Figure 1. The metal 3 layer.
(4 px per micron)
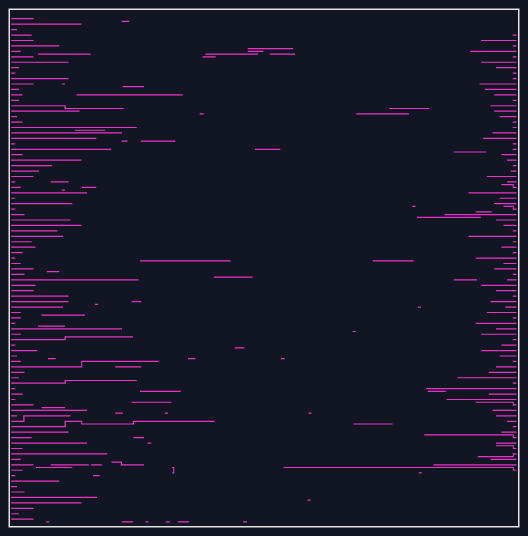
Figure 2. Clock wiring as the flow saved it.
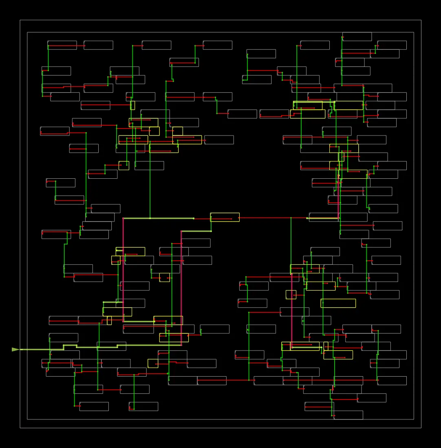
Figure 3. Cell sizes after repair.
(4 px per micron)
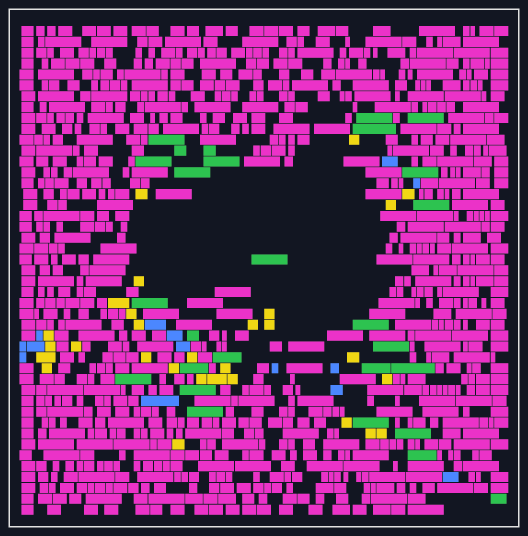
Figure 4. Wiring heat map.
(3 px per micron) 25 x 26 tiles, from black (low) to pale yellow (high), scaled to the fullest tile. Values are wire area over tile area, all layers added.
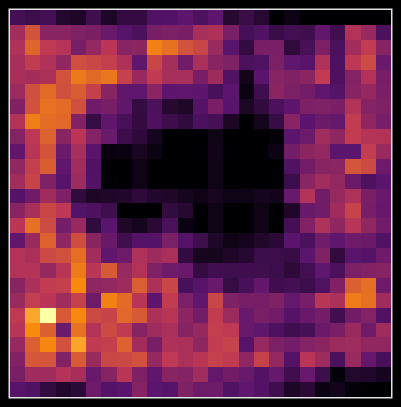
Figure 5. Clock network drawn from the DEF.
(3 px per micron)
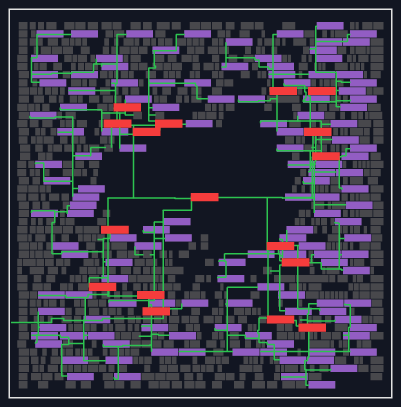
--- config.mk ---
export PLATFORM = sky130hd
export DESIGN_NAME = dmem_arbiter
export DESIGN_NICKNAME = d
export VERILOG_FILES = /design/src/rtl/dmem_arb_pkg.sv /design/src/rtl/dmem_arb_pick.sv /design/src/rtl/dmem_arbiter.sv
export SDC_FILE = /design/constraint.sdc
export NUM_CORES = 1
export LEC_CHECK = 0
export CAP_MARGIN = 20
export CORE_AREA = 2 2 125 127
export CTS_BUF_LIST = sky130_fd_sc_hd__clkbuf_16
export DETAILED_ROUTE_END_ITERATION = 8
export DIE_AREA = 0 0 127 129
export PLACE_DENSITY = 0.87
export SLEW_MARGIN = 20
export SYNTH_ARGS = -nofsm -noshare
export SYNTH_HDL_FRONTEND = slang
export SYNTH_SLANG_ARGS = --single-unit
--- constraint.sdc ---
create_clock -name clk -period 2 [get_ports clk]
set_input_delay 0.6 -clock clk [delete_from_list [all_inputs] [get_ports clk]]
set_output_delay 0.6 -clock clk [all_outputs]
set_load 0.02 [all_outputs]
--- src/rtl/dmem_arb_pkg.sv ---
// Shared types and constants for the two-port dmem arbiter.
package dmem_arb_pkg;

  typedef enum logic {
    IDLE   = 1'b0,
    ACCESS = 1'b1
  } arb_state_t;

  typedef logic port_id_t;

  localparam logic [1:0] ALIGN_MASK = 2'b11;
  localparam int         NUM_PORTS  = 2;

endpackage

--- src/rtl/dmem_arb_pick.sv ---
// Grant picker for the dmem arbiter: fixed priority by default, or
// round-robin with a last-grant pointer when DMEM_ARB_RR_EN is defined.
module dmem_arb_pick
  import dmem_arb_pkg::*;
(
`ifdef DMEM_ARB_RR_EN
  input  logic                 clk,
  input  logic                 reset_n,
`endif
  input  logic                 en,
  input  logic [NUM_PORTS-1:0] valid,
  output logic [NUM_PORTS-1:0] grant
);

`ifdef DMEM_ARB_RR_EN
  // Port that won the most recent grant; resets to 1 so port 0 wins first.
  port_id_t last_reg;

  always_comb begin
    grant = '0;
    if (en) begin
      if (&valid) grant = last_reg ? 2'b01 : 2'b10;
      else        grant = valid;
    end
  end

  always_ff @(posedge clk or negedge reset_n) begin
    if (!reset_n)    last_reg <= 1'b1;
    else if (|grant) last_reg <= grant[1];
  end
`else
  always_comb begin
    grant = '0;
    if (en) grant = {valid[1] & ~valid[0], valid[0]};
  end
`endif

endmodule

--- src/rtl/dmem_arbiter.sv ---
// Two-requester arbiter/sequencer in front of a combinational-read dmem.
// Arbitration policy is selected by DMEM_ARB_RR_EN (see dmem_arb_pick).
module dmem_arbiter
  import dmem_arb_pkg::*;
#(
  parameter int AW = 32,
  parameter int DW = 32
) (
  input  logic          clk,
  input  logic          reset_n,
  input  logic          req0_valid,
  output logic          req0_ready,
  input  logic          req0_we,
  input  logic [AW-1:0] req0_addr,
  input  logic [DW-1:0] req0_wdata,
  output logic          rsp0_valid,
  output logic [DW-1:0] rsp0_rdata,
  output logic          rsp0_err,
  input  logic          req1_valid,
  output logic          req1_ready,
  input  logic          req1_we,
  input  logic [AW-1:0] req1_addr,
  input  logic [DW-1:0] req1_wdata,
  output logic          rsp1_valid,
  output logic [DW-1:0] rsp1_rdata,
  output logic          rsp1_err,
  output logic          mem_we,
  output logic [AW-1:0] mem_a,
  output logic [DW-1:0] mem_wd,
  input  logic [DW-1:0] mem_rd
);

  arb_state_t           state_reg;
  port_id_t             port_reg;
  logic                 err_reg;
  logic [NUM_PORTS-1:0] req_valid;
  logic [NUM_PORTS-1:0] grant;
  logic                 sel_we;
  logic [AW-1:0]        sel_addr;
  logic [DW-1:0]        sel_wdata;
  logic                 sel_misaligned;

  assign req_valid  = {req1_valid, req0_valid};
  assign req0_ready = grant[0];
  assign req1_ready = grant[1];

  dmem_arb_pick u_pick (
`ifdef DMEM_ARB_RR_EN
    .clk     (clk),
    .reset_n (reset_n),
`endif
    .en      (state_reg == IDLE),
    .valid   (req_valid),
    .grant   (grant)
  );

  always_comb begin
    sel_we    = grant[1] ? req1_we    : req0_we;
    sel_addr  = grant[1] ? req1_addr  : req0_addr;
    sel_wdata = grant[1] ? req1_wdata : req0_wdata;
    sel_misaligned = |(sel_addr[1:0] & ALIGN_MASK);
  end

  // mem_a/mem_wd double as the request latch; mem_we is pre-computed at grant
  // time so it is a clean registered strobe during ACCESS only.
  always_ff @(posedge clk or negedge reset_n) begin
    if (!reset_n) begin
      state_reg <= IDLE;
      port_reg  <= 1'b0;
      err_reg   <= 1'b0;
      mem_we    <= 1'b0;
      mem_a     <= '0;
      mem_wd    <= '0;
    end else begin
      case (state_reg)
        IDLE: begin
          if (|grant) begin
            port_reg  <= grant[1];
            err_reg   <= sel_misaligned;
            mem_we    <= sel_we & ~sel_misaligned;
            mem_a     <= sel_addr;
            mem_wd    <= sel_wdata;
            state_reg <= ACCESS;
          end
        end
        ACCESS: begin
          mem_we    <= 1'b0;
          state_reg <= IDLE;
        end
        default: state_reg <= IDLE;
      endcase
    end
  end

  genvar gi;
  generate
    for (gi = 0; gi < NUM_PORTS; gi++) begin : g_rsp
      logic          valid_reg;
      logic          err_q_reg;
      logic [DW-1:0] rdata_reg;

      always_ff @(posedge clk or negedge reset_n) begin
        if (!reset_n) begin
          valid_reg <= 1'b0;
          err_q_reg <= 1'b0;
          rdata_reg <= '0;
        end else begin
          valid_reg <= 1'b0;
          if (state_reg == ACCESS && port_reg == port_id_t'(gi)) begin
            valid_reg <= 1'b1;
            err_q_reg <= err_reg;
            rdata_reg <= err_reg ? '0 : mem_rd;
          end
        end
      end
    end
  endgenerate

  assign rsp0_valid = g_rsp[0].valid_reg;
  assign rsp0_err   = g_rsp[0].err_q_reg;
  assign rsp0_rdata = g_rsp[0].rdata_reg;
  assign rsp1_valid = g_rsp[1].valid_reg;
  assign rsp1_err   = g_rsp[1].err_q_reg;
  assign rsp1_rdata = g_rsp[1].rdata_reg;

endmodule

==> results.sh <==
# yosys + openroad results
export IMPL_gp_congestion=0.804
export IMPL_ctsResizeCount=82
export IMPL_nClkBuffers=17
export IMPL_clkSlewWorstSetupHoldPaths_ps=60
export IMPL_route_detailed_drc=0
export IMPL_cap_violations=0
export IMPL_synthXorXnorAreaFrac=0
export IMPL_n_all_buffers=324
export IMPL_synth_distinct_cells=24
export IMPL_initial_core_util=0.406
export IMPL_inverters=3
export IMPL_design_seq_count=136
export IMPL_top_cells_by_area="dfrtp_1 56%, o21ai_0 10%, a22oi_1 7.7%, nor2b_1 5.6%, a21oi_1 5.3%"
export IMPL_root_buffer="clkbuf_16"
export IMPL_fin_tns_setup_ps=0
export IMPL_r2r_start="state_reg"
export IMPL_comb_share=0.248
export IMPL_largest_class="flip-flops and latches"
export IMPL_gr_max_usage_layer="met2"
export IMPL_reg2reg_slack_ps=180
export IMPL_cpMaxStageDelayCell="clkdlybuf4s50_1"
export IMPL_regArea_sq_mm=0.00340
export IMPL_top_area_frac=0.560
export IMPL_p_leak_nw=4.92
export IMPL_n_antenna_cell=0
export IMPL_cp_start_kind="flop"
export IMPL_ys_cells=624
export IMPL_worst_path_stages=1
export IMPL_post_route_period_util=0.979
export IMPL_avgViaCountPerCell=5.30
export IMPL_slew_violations=0
export IMPL_cts_hold_buffers=0
export IMPL_die_x_microns=127
export IMPL_dp_slack_ps=-209
export IMPL_postLayoutCoreUtil=0.662
export IMPL_ys_async_sr_fraction=1.00
export IMPL_synth_nets=790
export IMPL_combGateArea_sq_mm=0.00246
export IMPL_setup_viol=0
export IMPL_arrival_ps=1360
export IMPL_route_top_layer_used="met4"
export IMPL_htree_levels=4
export IMPL_synth_logic_top_family="AND-OR/OR-AND gates"
export IMPL_power_density_mw_per_mm2=1010
export IMPL_nWellTaps=188
export IMPL_finalPower_mw=9.98
export IMPL_use_met2=0.410
export IMPL_clk_share=0.0583
export IMPL_max_slew_margin=0.518
export IMPL_mux_share=0.00968
export IMPL_die_height_microns=129
export IMPL_cts_buffer_depth=2
export IMPL_ir_worst_vdd_mv=0.499
export IMPL_grt_pass1_vias=6003
export IMPL_warning_count=27
export IMPL_synthFlopType="dfrtp_1"
export IMPL_dpl_cell_count=1084
export IMPL_crit_chain="clkdlybuf4s50_1"
export IMPL_min_path_type="in2async"
export IMPL_synth_flops=136
export IMPL_ant_nets=0
export IMPL_grt_use_met1=0.297
export IMPL_antenna_found_initial=0
export IMPL_worst_endpoint_required_ps=1400
export IMPL_post_cts_buffers=0
export IMPL_top_cells_by_count="136 x dfrtp_1, 122 x o21ai_0, 66 x nand2_1"
export IMPL_met3_wirelength_mm=1.71
export IMPL_num_rows=45
export IMPL_place_area_sq_mm=0.00933
export IMPL_fin_nets=1081
export IMPL_status="completed"
export IMPL_cp_max_fo=2
export IMPL_synth_adder_area_share=0
export IMPL_fin_crit_ps=1960
export IMPL_logic_gates=433
export IMPL_cp_startpoint="rsp0_rdata[23]"
export IMPL_core_area_sq_mm=0.0150
export IMPL_synth_cellmix_compoundShare=0.240
export IMPL_synth_warnings=0
export IMPL_ys_seq_frac=0.560
export IMPL_final_cell_count_no_fill=1116
export IMPL_synth_edff_count=0
export IMPL_buf_share=0.325
export IMPL_yosysMostFrequentCell="dfrtp_1"
export IMPL_fin_hold_ws_ps=58.4
export IMPL_cp_end_kind="primary output"
export IMPL_die_area_sq_mm=0.0164
export IMPL_grt_max_degree=64
export IMPL_nFillCells=1181
export IMPL_yosysChipArea_sq_mm=0.00608
export IMPL_syn_cell_area_sq_mm=0.00608
export IMPL_worst_path_buf_inv=1
export IMPL_seq_cell_share=0.344
export IMPL_met2_length_mm=10.1
export IMPL_timing_fmax_mhz=510
export IMPL_worst_slew_pin_slew_ps=723
export IMPL_top_area_cell="dfrtp_1"
export IMPL_worstRegToRegCells=5
export IMPL_clock_sinks=136
export IMPL_syn_area_per_cell_sq_um=9.74
export IMPL_crit_end="rsp0_rdata[23]"
export IMPL_grt_ovfl_total=0
export IMPL_crit_family="buffers and inverters"
export IMPL_synthCells=624
export IMPL_grt_pass1_wl_mm=31.6
export IMPL_dp_hpwl_mm=14.2
export IMPL_ios=301
export IMPL_setup_ws_ps=41.1
export IMPL_drive_gt1_frac=0.0754
export IMPL_drt_initial_drc_count=366
export IMPL_critical_path_class="reg2out"
export IMPL_ys_sh_simple=0.151
export IMPL_final_hold_viol_count=0
export IMPL_cpPeakStageDelay_ps=600
export IMPL_drt_met1_wl_mm=8.20
export IMPL_first_pass_iters=4
export IMPL_r2r_end="rsp1_rdata[17]"
export IMPL_numPortBuffers=300
export IMPL_cts_tree="yes"
-- Figure 1 (at the start) --
wire length on this layer	1710 microns
longest straight run	57.3 microns
nets with wire on the layer	208
main direction	horizontal
share of all routed wire	8.4%
Routed WL: 20.5 mm
routed vias: 5920
met3 usage: 0.0815

-- Figure 2 (at the start) --
clk latency late pin: 410 ps
number of buffers created by CTS: 17
skew final: 9.26 ps

-- Figure 3 (at the start) --
size	color	cells	share
_6 and larger	green	27	2.9%
_3 and _4 cells	yellow	29	3.1%
_2 cells	blue	14	1.5%
_0 and _1 cells	magenta	858	92%
final instance area: 0.00991 sq mm
area delta synth->final: 63.1%

-- Figure 4 (at the start) --
fullest tile	0.67
tiles over half the peak	16%
mean over tiles	0.21
densest ninth of the die	bottom left
wire per inst: 18.4 microns
Total Routing Usage GR: 0.246

-- Figure 5 (at the start) --
[clock wires] green | length: 1780 microns
[clock drivers] red | count: 17
[flip-flops] purple | count: 136
flops lie	widely spread
clock group power: 3.07 mW
Clock Power Share: 0.308

[cell families (layout without fill, tap and decap cells)]
logic type,count (synthesis),in the layout
compound gates,256,256
simple gates,172,172
flops,136,136
buf+inv,55,359
mux,5,5
[cells in the final DEF (no fill, tap or decap), types with 5 or more instances in the layout]
cell,count
dlymetal6s2s_1,43
nor2b_1,52
a22oi_1,62
inv_1,5
clkdlybuf4s50_1,175
clkbuf_16,17
dlygate4sd2_1,77
and2b_1,10
buf_4,20
a21oi_1,64
nand2b_1,33
o21ai_0,122
nand2_1,65
dfrtp_1,135
nor2_1,5
[report_power, final]
group	total [mW]	internal (mW)	switching [mW]
Combinational	3.23	1.46	1.77
Sequential	3.68	3.32	0.367
Clock	3.07	1.84	1.23
Total	9.98	6.62	3.36
Power figures rest on the tool's default switching activity, not on a simulated workload.
